==> src/rtl/adc_pulse_monitor.sv <==
// Per-pulse peak current monitor on the ADC sample stream: tracks the window peak,
// compares it against the pulsed/CW limit and latches a sticky over-current fault.
module adc_pulse_monitor #(
    parameter int unsigned DATA_W         = 16,
    parameter int unsigned SETTLE_SAMPLES = 2,
    parameter int unsigned FAIL_COUNT     = 3,
    parameter int unsigned CNT_W          = 16
) (
    input  logic              clk,
    input  logic              rstn,
    input  logic              clear_fail,
    input  logic              enable,
    input  logic              pulse_cw_select,
    input  logic              laser_pulse,
    input  logic              adc_data_valid,
    input  logic [DATA_W-1:0] adc_data,
    input  logic [15:0]       pwm_mon_current_limit,
    input  logic [15:0]       cw_mon_current_limit,
    output logic [DATA_W-1:0] peak_value,
    output logic [CNT_W-1:0]  sample_count,
    output logic              pulse_done,
    output logic              over_limit_fail,
    output logic [7:0]        monitor_status
);

    localparam int unsigned CMP_W    = (DATA_W > 16) ? DATA_W : 16;
    localparam int unsigned SET_W    = (SETTLE_SAMPLES > 1) ? $clog2(SETTLE_SAMPLES) : 1;
    localparam int unsigned SET_LAST = (SETTLE_SAMPLES == 0) ? 0 : SETTLE_SAMPLES - 1;
    localparam logic [3:0]  FAIL_TH  = 4'(FAIL_COUNT);

    typedef enum logic [1:0] {
        IDLE    = 2'd0,
        SETTLE  = 2'd1,
        ACQUIRE = 2'd2,
        EVAL    = 2'd3
    } state_t;

    state_t            state_q;
    logic              mode_q;
    logic [2:0]        sync_q;
    logic [SET_W-1:0]  settle_cnt_q;
    logic [DATA_W-1:0] peak_acc_q;
    logic [CNT_W-1:0]  sample_acc_q;
    logic [DATA_W-1:0] peak_value_q;
    logic [CNT_W-1:0]  sample_count_q;
    logic              pulse_done_q;
    logic              fault_q;
    logic [3:0]        fail_cnt_q;
    logic              enable_q;

    logic              rise;
    logic              fall;
    logic [DATA_W-1:0] peak_d;
    logic [CNT_W-1:0]  cnt_d;
    logic              cw_path;
    logic [DATA_W-1:0] win_peak_d;
    logic [CNT_W-1:0]  win_cnt_d;
    logic [15:0]       limit_d;
    logic              over_d;
    logic [3:0]        fail_inc_d;
    logic              eval_d;

    assign rise = sync_q[1] & ~sync_q[2];
    assign fall = ~sync_q[1] & sync_q[2];

    always_comb begin
        peak_d = peak_acc_q;
        if (adc_data_valid && (adc_data > peak_acc_q))
            peak_d = adc_data;
        cnt_d = sample_acc_q;
        if (adc_data_valid && (sample_acc_q != '1))
            cnt_d = sample_acc_q + CNT_W'(1);

        // Evaluation happens on the transition into EVAL, so the closing window
        // (including a strobe coincident with the falling edge) is judged here.
        cw_path    = (state_q == IDLE) || mode_q;
        win_peak_d = cw_path ? adc_data : peak_d;
        win_cnt_d  = cw_path ? CNT_W'(1) : cnt_d;
        limit_d    = cw_path ? cw_mon_current_limit : pwm_mon_current_limit;
        over_d     = (win_cnt_d != '0) && (CMP_W'(win_peak_d) > CMP_W'(limit_d));
        fail_inc_d = (fail_cnt_q == 4'hF) ? 4'hF : fail_cnt_q + 4'd1;

        eval_d = 1'b0;
        if (enable) begin
            case (state_q)
                IDLE:    eval_d = pulse_cw_select && adc_data_valid;
                ACQUIRE: eval_d = mode_q ? adc_data_valid : fall;
                default: eval_d = 1'b0;
            endcase
        end
    end

    always_ff @(posedge clk) begin
        if (rstn) begin
            state_q        <= IDLE;
            mode_q         <= 1'b0;
            sync_q         <= '0;
            settle_cnt_q   <= '0;
            peak_acc_q     <= '0;
            sample_acc_q   <= '0;
            peak_value_q   <= '0;
            sample_count_q <= '0;
            pulse_done_q   <= 1'b0;
            fault_q        <= 1'b0;
            fail_cnt_q     <= '0;
            enable_q       <= 1'b0;
        end else begin
            sync_q       <= {sync_q[1:0], laser_pulse};
            enable_q     <= enable;
            pulse_done_q <= 1'b0;

            if (eval_d) begin
                peak_value_q   <= win_peak_d;
                sample_count_q <= win_cnt_d;
                pulse_done_q   <= 1'b1;
                fail_cnt_q     <= over_d ? fail_inc_d : 4'd0;
                if (over_d && (fail_inc_d >= FAIL_TH))
                    fault_q <= 1'b1;
            end

            if (clear_fail) begin
                fault_q    <= 1'b0;
                fail_cnt_q <= '0;
            end

            if (!enable) begin
                state_q <= IDLE;
            end else begin
                case (state_q)
                    IDLE: begin
                        mode_q       <= pulse_cw_select;
                        settle_cnt_q <= '0;
                        peak_acc_q   <= '0;
                        sample_acc_q <= '0;
                        if (pulse_cw_select)
                            state_q <= eval_d ? EVAL : ACQUIRE;
                        else if (rise)
                            state_q <= (SETTLE_SAMPLES == 0) ? ACQUIRE : SETTLE;
                    end
                    SETTLE: begin
                        if (fall) begin
                            state_q <= IDLE;
                        end else if (adc_data_valid) begin
                            if (settle_cnt_q == SET_W'(SET_LAST))
                                state_q <= ACQUIRE;
                            else
                                settle_cnt_q <= settle_cnt_q + SET_W'(1);
                        end
                    end
                    ACQUIRE: begin
                        if (mode_q) begin
                            // CW waits here between single-sample windows; leaving CW
                            // returns through IDLE so the new mode is sampled there.
                            if (eval_d)
                                state_q <= EVAL;
                            else if (!pulse_cw_select)
                                state_q <= IDLE;
                        end else begin
                            peak_acc_q   <= peak_d;
                            sample_acc_q <= cnt_d;
                            if (fall)
                                state_q <= EVAL;
                        end
                    end
                    default: state_q <= IDLE;
                endcase
            end
        end
    end

    assign peak_value      = peak_value_q;
    assign sample_count    = sample_count_q;
    assign pulse_done      = pulse_done_q;
    assign over_limit_fail = fault_q;
    assign monitor_status  = {fault_q, state_q, fail_cnt_q, enable_q};

endmodule

==> config.mk <==
export PLATFORM = sky130hd
export DESIGN_NAME = adc_pulse_monitor
export DESIGN_NICKNAME = d
export VERILOG_FILES = /design/src/rtl/adc_pulse_monitor.sv
export SDC_FILE = /design/constraint.sdc
export NUM_CORES = 1
export LEC_CHECK = 0
export ABC_AREA = 1
export CORE_MARGIN = 10
export CORE_UTILIZATION = 53
export DETAILED_ROUTE_END_ITERATION = 8
export PLACE_DENSITY = 0.81
export SLEW_MARGIN = 30
export SYNTH_ARGS = -nofsm -noshare
export SYNTH_HDL_FRONTEND = slang
export SYNTH_SLANG_ARGS = --single-unit
==> constraint.sdc <==
create_clock -name clk -period 4.5 [get_ports clk]
set_input_delay 1.35 -clock clk [delete_from_list [all_inputs] [get_ports clk]]
set_output_delay 1.35 -clock clk [all_outputs]
set_load 0.02 [all_outputs]
gate_families.png
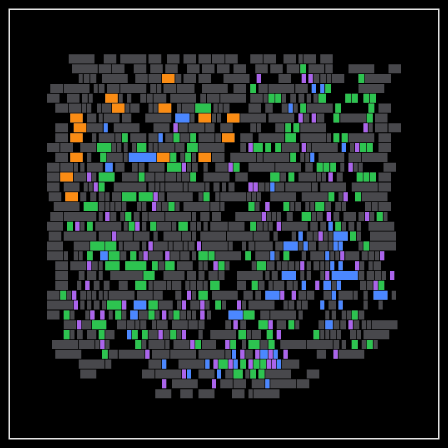
Key: multiplexers = orange [cells 15]; NOR gates = blue [cells 48]; inverters = purple [cells 83]; inverting AOI/OAI gates = green [cells 130]

pdn.png
Pins as bars on the die edge.
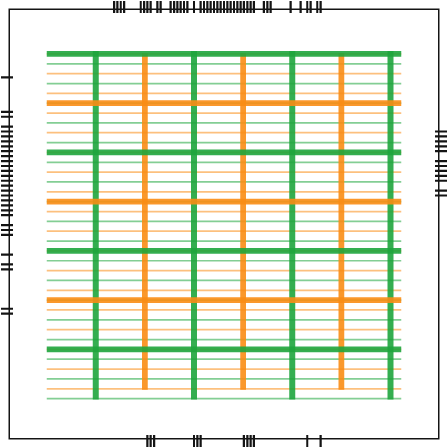
Key: VDD = orange; VSS = green
7 straps on met5. 36 met1 rails follow the rows. 97 signal pins sit on the boundary. 7 straps on met4. The core has 35 rows.

==> impl_metrics.env <==
# source this file to load flow results
export IMPL_path_clk_slew_ns=0.09
export IMPL_status="completed"
export IMPL_hold_class="register to register"
export IMPL_biggestCellCategory="logic gates"
export IMPL_vias_per_cell=5.606
export IMPL_p_leak_nw=2.924
export IMPL_xor_share_pct=0.1713
export IMPL_skew_ns=0.006479
export IMPL_holdPathStages=2
export IMPL_fin_area_sq_mm=0.006797
export IMPL_drive_gt1_share_pct=14.19
export IMPL_die_x_um=118.2
export IMPL_io_pin_count=97
export IMPL_grt_pass1_wl_mm=26.07
export IMPL_ys_flops=78
export IMPL_period_minus_slack_ns=4.393
export IMPL_internal_power_w=0.001173
export IMPL_cts_root_buf="clkbuf_8"
export IMPL_die_h_um=118.2
export IMPL_ys_cells=761
export IMPL_worstPathRequired_ns=4.81
export IMPL_nets=972
export IMPL_hold_buffers=0
export IMPL_hp_start="sync_q[0]"
export IMPL_cp_top_family="buffers and inverters"
export IMPL_wl_mm=16.22
export IMPL_finalSetupTns_ns=0
export IMPL_top_power_group="registers"
export IMPL_hold_viol=0
export IMPL_finalSetupViolations=0
export IMPL_clock_area_share_pct=2.817
export IMPL_fill_cells=721
export IMPL_placed_area_sq_mm=0.006420
export IMPL_sh_seq_area_pct=22.97
export IMPL_hpwlAfterDp_mm=11.91
export IMPL_wl_met3_um=922
export IMPL_drt_wirelength_per_cell_um=15.95
export IMPL_synth_area_sq_mm=0.005114
export IMPL_diodes=0
export IMPL_reg2reg_slack_ns=1.10
export IMPL_slew_headroom_pct=37.53
export IMPL_clockBufferCount=9
export IMPL_startpoint="adc_data[3]"
export IMPL_comb_cell_power_w=0.000566
export IMPL_clock_path_buffers=2
export IMPL_wl_met2_mm=8.488
export IMPL_fp_nets=850
export IMPL_mux_share_pct=2.936
export IMPL_ys_chip_area_sq_mm=0.005114
export IMPL_grt_overflow_total=0
export IMPL_reg2reg_to="fail_cnt_q[2]"
export IMPL_yosys_warnings=0
export IMPL_synthToLayoutAreaGrowth_pct=32.91
export IMPL_largest_area_cell="dfxtp_1"
export IMPL_min_to="sync_q[1]"
export IMPL_dr_pass1_iters=5
export IMPL_simple_gate_area_share_pct=34.01
export IMPL_startpoint_type="input pin"
export IMPL_ys_async_sr_fraction_pct=0
export IMPL_mostFrequentLayoutCells="nand2_1 (212), nand3_1 (101), clkdlybuf4s50_1 (89), dfxtp_1 (78), inv_1 (75)"
export IMPL_p_clk_w=0.000520
export IMPL_maxSlewViolCount=0
export IMPL_top_usage_layer="met2"
export IMPL_r2r_cells=22
export IMPL_common_cells="nand2_1 (215), nand3_1 (103), dfxtp_1 (78), inv_1 (76), a21oi_1 (70)"
export IMPL_switching_power_w=0.0006427
export IMPL_synth_area_top_cells="dfxtp_1 (31%), nand2_1 (16%), nand3_1 (10%)"
export IMPL_cts_tree="built"
export IMPL_p_total_w=0.001815
export IMPL_pwr_density_cell_mw_per_mm2=267.1
export IMPL_crit_top_cell="nand2_1"
export IMPL_insertion_delay_ns=0.37
export IMPL_inverters=83
export IMPL_postCtsSetupBuffers=0
